<file path="config.mk">
export PLATFORM = sky130hd
export DESIGN_NAME = alu_mc
export DESIGN_NICKNAME = d
export VERILOG_FILES = /design/src/rtl/alu_mc.sv
export SDC_FILE = /design/constraint.sdc
export NUM_CORES = 1
export LEC_CHECK = 0
export CORE_MARGIN = 2
export CORE_UTILIZATION = 55
export CTS_BUF_LIST = sky130_fd_sc_hd__clkbuf_16
export CTS_CLUSTER_DIAMETER = 50
export DETAILED_ROUTE_END_ITERATION = 16
export HOLD_SLACK_MARGIN = 0.03
export PLACE_DENSITY = 0.84
export SYNTH_ARGS = -nofsm -noshare
export SYNTH_HDL_FRONTEND = slang
export SYNTH_SLANG_ARGS = --single-unit
</file>
<file path="constraint.sdc">
create_clock -name clk -period 5.2 [get_ports clk]
set_clock_uncertainty 0.1 [all_clocks]
set_input_delay 0.52 -clock clk [delete_from_list [all_inputs] [get_ports clk]]
set_output_delay 0.52 -clock clk [all_outputs]
set_load 0.02 [all_outputs]
</file>
<file path="src/rtl/alu_mc.sv">
// rtl/alu_mc.sv - multi-cycle ALU with valid/ready handshake
// Single-cycle logic/arith ops, bit-serial shifts and shift-add multiply.
module alu_mc #(
  parameter int WIDTH = 8,
  parameter int SHW   = $clog2(WIDTH)
) (
  input  logic             clk,
  input  logic             rst,
  input  logic             in_valid,
  output logic             in_ready,
  input  logic [WIDTH-1:0] A,
  input  logic [WIDTH-1:0] B,
  input  logic [3:0]       FS,
  input  logic [SHW-1:0]   sh,
  output logic             out_valid,
  input  logic             out_ready,
  output logic [WIDTH-1:0] F,
  output logic [WIDTH-1:0] H,
  output logic             C,
  output logic             N,
  output logic             V,
  output logic             Z
);
  localparam int CW = SHW + 1;

  localparam logic [3:0] OP_ADD  = 4'd1;
  localparam logic [3:0] OP_SUB  = 4'd2;
  localparam logic [3:0] OP_XOR  = 4'd3;
  localparam logic [3:0] OP_OR   = 4'd4;
  localparam logic [3:0] OP_SHR  = 4'd5;
  localparam logic [3:0] OP_SHL  = 4'd6;
  localparam logic [3:0] OP_CPL  = 4'd7;
  localparam logic [3:0] OP_PASS = 4'd8;
  localparam logic [3:0] OP_AND  = 4'd9;
  localparam logic [3:0] OP_GT   = 4'd10;
  localparam logic [3:0] OP_EQ   = 4'd11;
  localparam logic [3:0] OP_NOT  = 4'd12;
  localparam logic [3:0] OP_MUL  = 4'd13;
  localparam logic [3:0] OP_ASR  = 4'd14;

  typedef enum logic [1:0] {IDLE, EXEC, DONE} state_t;

  state_t           state_q;
  logic [3:0]       op_q;
  logic [WIDTH-1:0] w_q, lo_q, b_q;
  logic [CW-1:0]    cnt_q;
  logic [WIDTH-1:0] f_q, h_q;
  logic             c_q, n_q, v_q, z_q, out_valid_q;

  // The acceptance edge already performs the first step, so the step
  // datapath reads the live inputs in IDLE and the work registers in EXEC.
  logic             in_exec;
  logic [3:0]       st_op;
  logic [WIDTH-1:0] st_w, st_lo, st_b;

  assign in_exec = (state_q == EXEC);
  assign st_op   = in_exec ? op_q : FS;
  assign st_w    = in_exec ? w_q  : ((FS == OP_MUL) ? '0 : A);
  assign st_lo   = in_exec ? lo_q : A;
  assign st_b    = in_exec ? b_q  : B;

  logic [WIDTH:0]   mul_sum;
  logic [WIDTH-1:0] w_d, lo_d;
  logic             sc_d;

  always_comb begin
    mul_sum = {1'b0, st_w} + (st_lo[0] ? {1'b0, st_b} : '0);
    w_d     = st_w;
    lo_d    = st_lo;
    sc_d    = 1'b0;
    case (st_op)
      OP_SHR: begin sc_d = st_w[0];       w_d = {1'b0, st_w[WIDTH-1:1]};        end
      OP_ASR: begin sc_d = st_w[0];       w_d = {st_w[WIDTH-1], st_w[WIDTH-1:1]}; end
      OP_SHL: begin sc_d = st_w[WIDTH-1]; w_d = {st_w[WIDTH-2:0], 1'b0};        end
      OP_MUL: begin
        w_d  = mul_sum[WIDTH:1];
        lo_d = {mul_sum[0], st_lo[WIDTH-1:1]};
      end
      default: ;
    endcase
  end

  logic [WIDTH:0]   sum;
  logic [WIDTH-1:0] f_d, h_d;
  logic             c_d, v_d;

  always_comb begin
    sum = '0;
    f_d = '0;
    h_d = '0;
    c_d = 1'b0;
    v_d = 1'b0;
    if (in_exec) begin
      if (op_q == OP_MUL) begin
        f_d = lo_d;
        h_d = w_d;
        c_d = |w_d;
        v_d = |w_d;
      end else begin
        f_d = w_d;
        c_d = sc_d;
      end
    end else begin
      case (FS)
        OP_ADD: begin
          sum = {1'b0, A} + {1'b0, B};
          f_d = sum[WIDTH-1:0];
          c_d = sum[WIDTH];
          v_d = (A[WIDTH-1] == B[WIDTH-1]) && (f_d[WIDTH-1] != A[WIDTH-1]);
        end
        OP_SUB: begin
          sum = {1'b0, A} + {1'b0, ~B} + (WIDTH+1)'(1);
          f_d = sum[WIDTH-1:0];
          c_d = sum[WIDTH];
          v_d = (A[WIDTH-1] != B[WIDTH-1]) && (f_d[WIDTH-1] != A[WIDTH-1]);
        end
        OP_XOR:         f_d = A ^ B;
        OP_OR:          f_d = A | B;
        OP_AND:         f_d = A & B;
        OP_CPL, OP_NOT: f_d = ~A;
        OP_PASS:        f_d = A;
        OP_GT:          f_d = {{(WIDTH-1){1'b0}}, (A > B)};
        OP_EQ:          f_d = {{(WIDTH-1){1'b0}}, (A == B)};
        OP_SHR, OP_SHL, OP_ASR: begin
          if (sh == '0) begin
            f_d = A;
          end else begin
            f_d = w_d;
            c_d = sc_d;
          end
        end
        default: ;
      endcase
    end
  end

  always_ff @(posedge clk or posedge rst) begin
    if (rst) begin
      state_q     <= IDLE;
      op_q        <= '0;
      w_q         <= '0;
      lo_q        <= '0;
      b_q         <= '0;
      cnt_q       <= '0;
      f_q         <= '0;
      h_q         <= '0;
      c_q         <= 1'b0;
      n_q         <= 1'b0;
      v_q         <= 1'b0;
      z_q         <= 1'b0;
      out_valid_q <= 1'b0;
    end else begin
      case (state_q)
        IDLE: begin
          if (in_valid) begin
            op_q <= FS;
            b_q  <= B;
            w_q  <= w_d;
            lo_q <= lo_d;
            if (FS == OP_MUL) begin
              cnt_q   <= CW'(WIDTH - 1);
              state_q <= EXEC;
            end else if ((FS == OP_SHR || FS == OP_SHL || FS == OP_ASR) && (sh > SHW'(1))) begin
              cnt_q   <= CW'(sh) - CW'(1);
              state_q <= EXEC;
            end else begin
              f_q         <= f_d;
              h_q         <= h_d;
              c_q         <= c_d;
              v_q         <= v_d;
              n_q         <= f_d[WIDTH-1];
              z_q         <= ~|{h_d, f_d};
              out_valid_q <= 1'b1;
              state_q     <= DONE;
            end
          end
        end
        EXEC: begin
          w_q   <= w_d;
          lo_q  <= lo_d;
          cnt_q <= cnt_q - CW'(1);
          if (cnt_q == CW'(1)) begin
            f_q         <= f_d;
            h_q         <= h_d;
            c_q         <= c_d;
            v_q         <= v_d;
            n_q         <= f_d[WIDTH-1];
            z_q         <= ~|{h_d, f_d};
            out_valid_q <= 1'b1;
            state_q     <= DONE;
          end
        end
        DONE: begin
          if (out_ready) begin
            out_valid_q <= 1'b0;
            state_q     <= IDLE;
          end
        end
        default: state_q <= IDLE;
      endcase
    end
  end

  assign in_ready  = (state_q == IDLE) && !rst;
  assign out_valid = out_valid_q;
  assign F         = f_q;
  assign H         = h_q;
  assign C         = c_q;
  assign N         = n_q;
  assign V         = v_q;
  assign Z         = z_q;
endmodule

</file>
Figure 1. Cells colored by class.
Drawn at 4 px/µm.
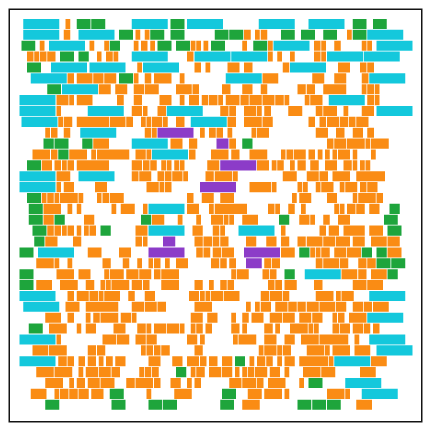
legend:
  cyan:
    class: sequential cells
    cells: 54
  orange:
    class: remaining logic cells
    cells: 560
  green:
    class: remaining buffers and delay cells
    cells: 67
  purple:
    class: clock drivers and dummy loads
    cells: 8
count of standard-cell rows: 36
placeable core area: 9640 µm²
fraction of standard cell area that is sequential: 22.0%
final instance area: 6130 µm²

Figure 2. Metal 3.
Drawn at 4 px/µm.
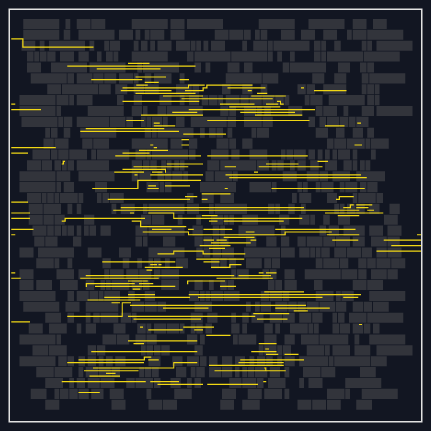
wire length on this layer: 1990 µm
longest straight run: 61.2 µm

Figure 3. Drive-strength map.
Drawn at 3 px/µm.
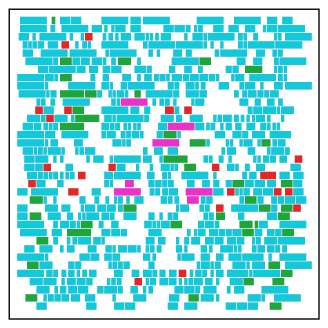
legend:
  red:
    size: x3 and x4
    cells: 22
    share: 3.2%
  magenta:
    size: x6 and larger
    cells: 7
    share: 1.0%
  cyan:
    size: x1 and smaller
    cells: 617
    share: 90%
  green:
    size: x2
    cells: 43
    share: 6.2%
slack of the critical path: 0.566 ns
buffer count excluding the clock tree in the final layout: 67
area growth from synthesis to layout: 14.3%

Figure 4. Clock nets.
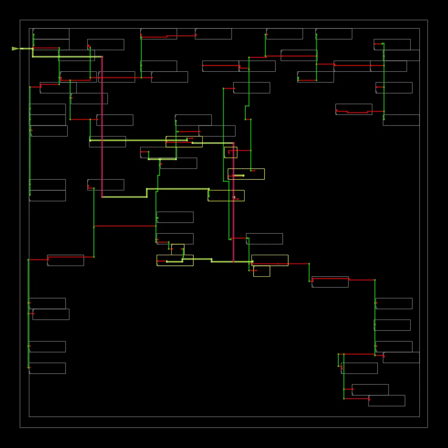
FF+latch count: 54
# clock sinks: 54
final-layout clock buffer total: 5
clock buffer count from CTS: 5
insertion delay to the later sink of the worst-skew pair: 0.30 ns

==> results_slide.txt <==
Synthesis and Place & Route Summary

Status
  • Result of the run: completed

Place
  • DP Area: 5980 µm²
  • Number of placed instances, taps included: 814
  • RePlAce Congestion: 0.985
  • Placed wire-length estimate: 14200 µm
  • Pre-CTS setup slack: 0.557 ns
  • IO buf count: 48

Yosys
  • EDFF count, synth: 0
  • Post-synthesis cell count: 654
  • Summed standard-cell area reported by yosys: 5370 µm²
  • Part of the Yosys area used for sequential elements: 25.2%
  • Cell area after synthesis: 5370 µm²
  • Distinct lib cells used: 77
  • Commonest cells in the netlist: sky130_fd_sc_hd__nor2_1, sky130_fd_sc_hd__nand2_1, sky130_fd_sc_hd__dfrtp_1, sky130_fd_sc_hd__inv_1, sky130_fd_sc_hd__o21ai_0
  • Mux area share: 8.91%
  • Fraction of the mapped netlist area in compound gates: 26.3%
  • Area fraction of the dominant cell type after synthesis: 25.2%
  • Dominant flop cell: sky130_fd_sc_hd__dfrtp_1
  • Synth Area in Adders: 9.47%
  • Most frequently used cell type in the post-synthesis netlist: sky130_fd_sc_hd__nor2_1
  • Yosys warns: 0
  • Async set-reset flop share out of synthesis: 100%
  • Post-synthesis share of cell area spent on and, or, nand and nor gates: 21.4%
  • Xor/xnor share of the synthesized area: 2.10%
  • Synthesized Nets: 719
  • Number of register bits inferred by synthesis: 54

Final layout
  • Proportion of cell area spent on the clock network: 2.51%
  • Combinational Area: 3660 µm²
  • Dominant logic cell type in the layout: sky130_fd_sc_hd__nor2_1
  • Fraction of final layout cells sized beyond drive strength 1: 10.4%
  • Total Nets Final: 753
  • Post-route core utilization: 63.6%
  • Final Instance Count excl. Fillers: 822
  • Filler Cell Count: 873
  • Cell group occupying the most layout area: multi-input combinational cells
  • Fraction of cell area in non-clock buffers: 10.2%
  • Sequential cell area: 1350 µm²
  • Number of non-clock inverters in the layout: 46
  • Count of antenna diodes in the layout: 0
  • Most frequently placed logic cells in the final layout: sky130_fd_sc_hd__nor2_1, sky130_fd_sc_hd__nand2_1, sky130_fd_sc_hd__dfrtp_1
  • Combinational gates: 514
  • Share of cell area taken by multi-input logic gates: 59.8%

Floorplan
  • TAP cells: 133
  • I/O pin count: 49
  • Die Area: 10600 µm²
  • Horiz. Die Dim: 103 µm
  • Floorplan core density: 55.7%
  • Die boundary height: 103 µm

Power
  • Clk. pwr: 0.364 mW
  • Clock power frac: 14.7%
  • Group drawing the most power: combinational logic
  • Power Internal: 1.34 mW
  • Register share of total power: 30.8%
  • Sw Share: 45.9%
  • Static Leak: 2.58 nW
  • Switching power: 1.14 mW
  • Power density normalized to cell area: 403 nW/µm²
  • Combinational Power: 1.35 mW
  • Overall Power: 2.47 mW
  • Comb power frac: 54.5%
  • Sequential cell power: 0.762 mW

Timing
  • Setup repair after global routing missed its margin: no
  • Clock period minus worst slack: 4.63 ns
  • Number of failing setup endpoints in the final timing report: 0
  • Slew at the pin closest to its max-slew limit: 1.08 ns
  • Tightest hold margin: 0.377 ns
  • Max-slew headroom at the worst pin: 28.1%
  • Count of final hold-check violations: 0
  • Fin Setup TNS: 0 ns
  • Max Freq: 216 MHz

GRT
  • Routing layer with the top usage in global route: met2
  • Antenna violations before repair: 0
  • Wire length of the first global-routing pass: 28900 µm
  • Global Route met3 Usage: 6.78%
  • Overflow left after global routing: 0
  • GRT Util Overall: 36.0%

Detailed routing
  • DRC violations left: 0
  • Remaining antenna violation count after routing: 0
  • Total wire length: 18700 µm
  • Highest metal layer with signal wires: met4
  • Met2 wire length: 8100 µm
  • Met3 layer wire length in the routed design: 1990 µm
  • Routed via count: 5582
  • Detailed-router iteration count before antenna repair: 5
  • Via density: 6.79
  • Routed met1 length: 7980 µm
  • Drt initial violations: 654

Clock tree
  • Clock-pin slew on the worst setup and hold paths: 0.08 ns
  • Hold buffers post-CTS: 0
  • CTS-repair resized insts: 0
  • Root buffer selected by CTS: sky130_fd_sc_hd__clkbuf_16
  • H-tree depth reported by CTS: 2
  • Post-CTS setup buffer count: 0
  • Clk buf depth: 2

Setup path
  • Critical path endpoint: Z
  • Register-to-register setup slack: 0.57 ns
  • Startpoint of the most critical setup path: state_q[1]
  • Register-to-Register Path Depth: 12
  • Buffers plus inverters on the worst setup path: 1
  • Startpoint of the worst-slack reg-to-reg timing path: state_q[1]
  • Largest fanout on the critical path: 28
  • Worst Setup End Kind: flop
  • Critical Path RT: 5.29 ns
  • Biggest cell delay along the critical path: 0.71 ns
  • Kind of cell adding the most delay to the critical path: AND-OR/OR-AND gates
  • Worst Setup Start Kind: flop
  • R2R Path End: Z

Hold path
  • Hold Path Origin: w_q[7]
  • Hold Crit Depth: 2
  • Sink of the worst hold path: w_q[7]

Flow run
  • Max capacitance violation total: 0
  • Stage-log warning count: 43
Power and IR drop assume default switching activity.
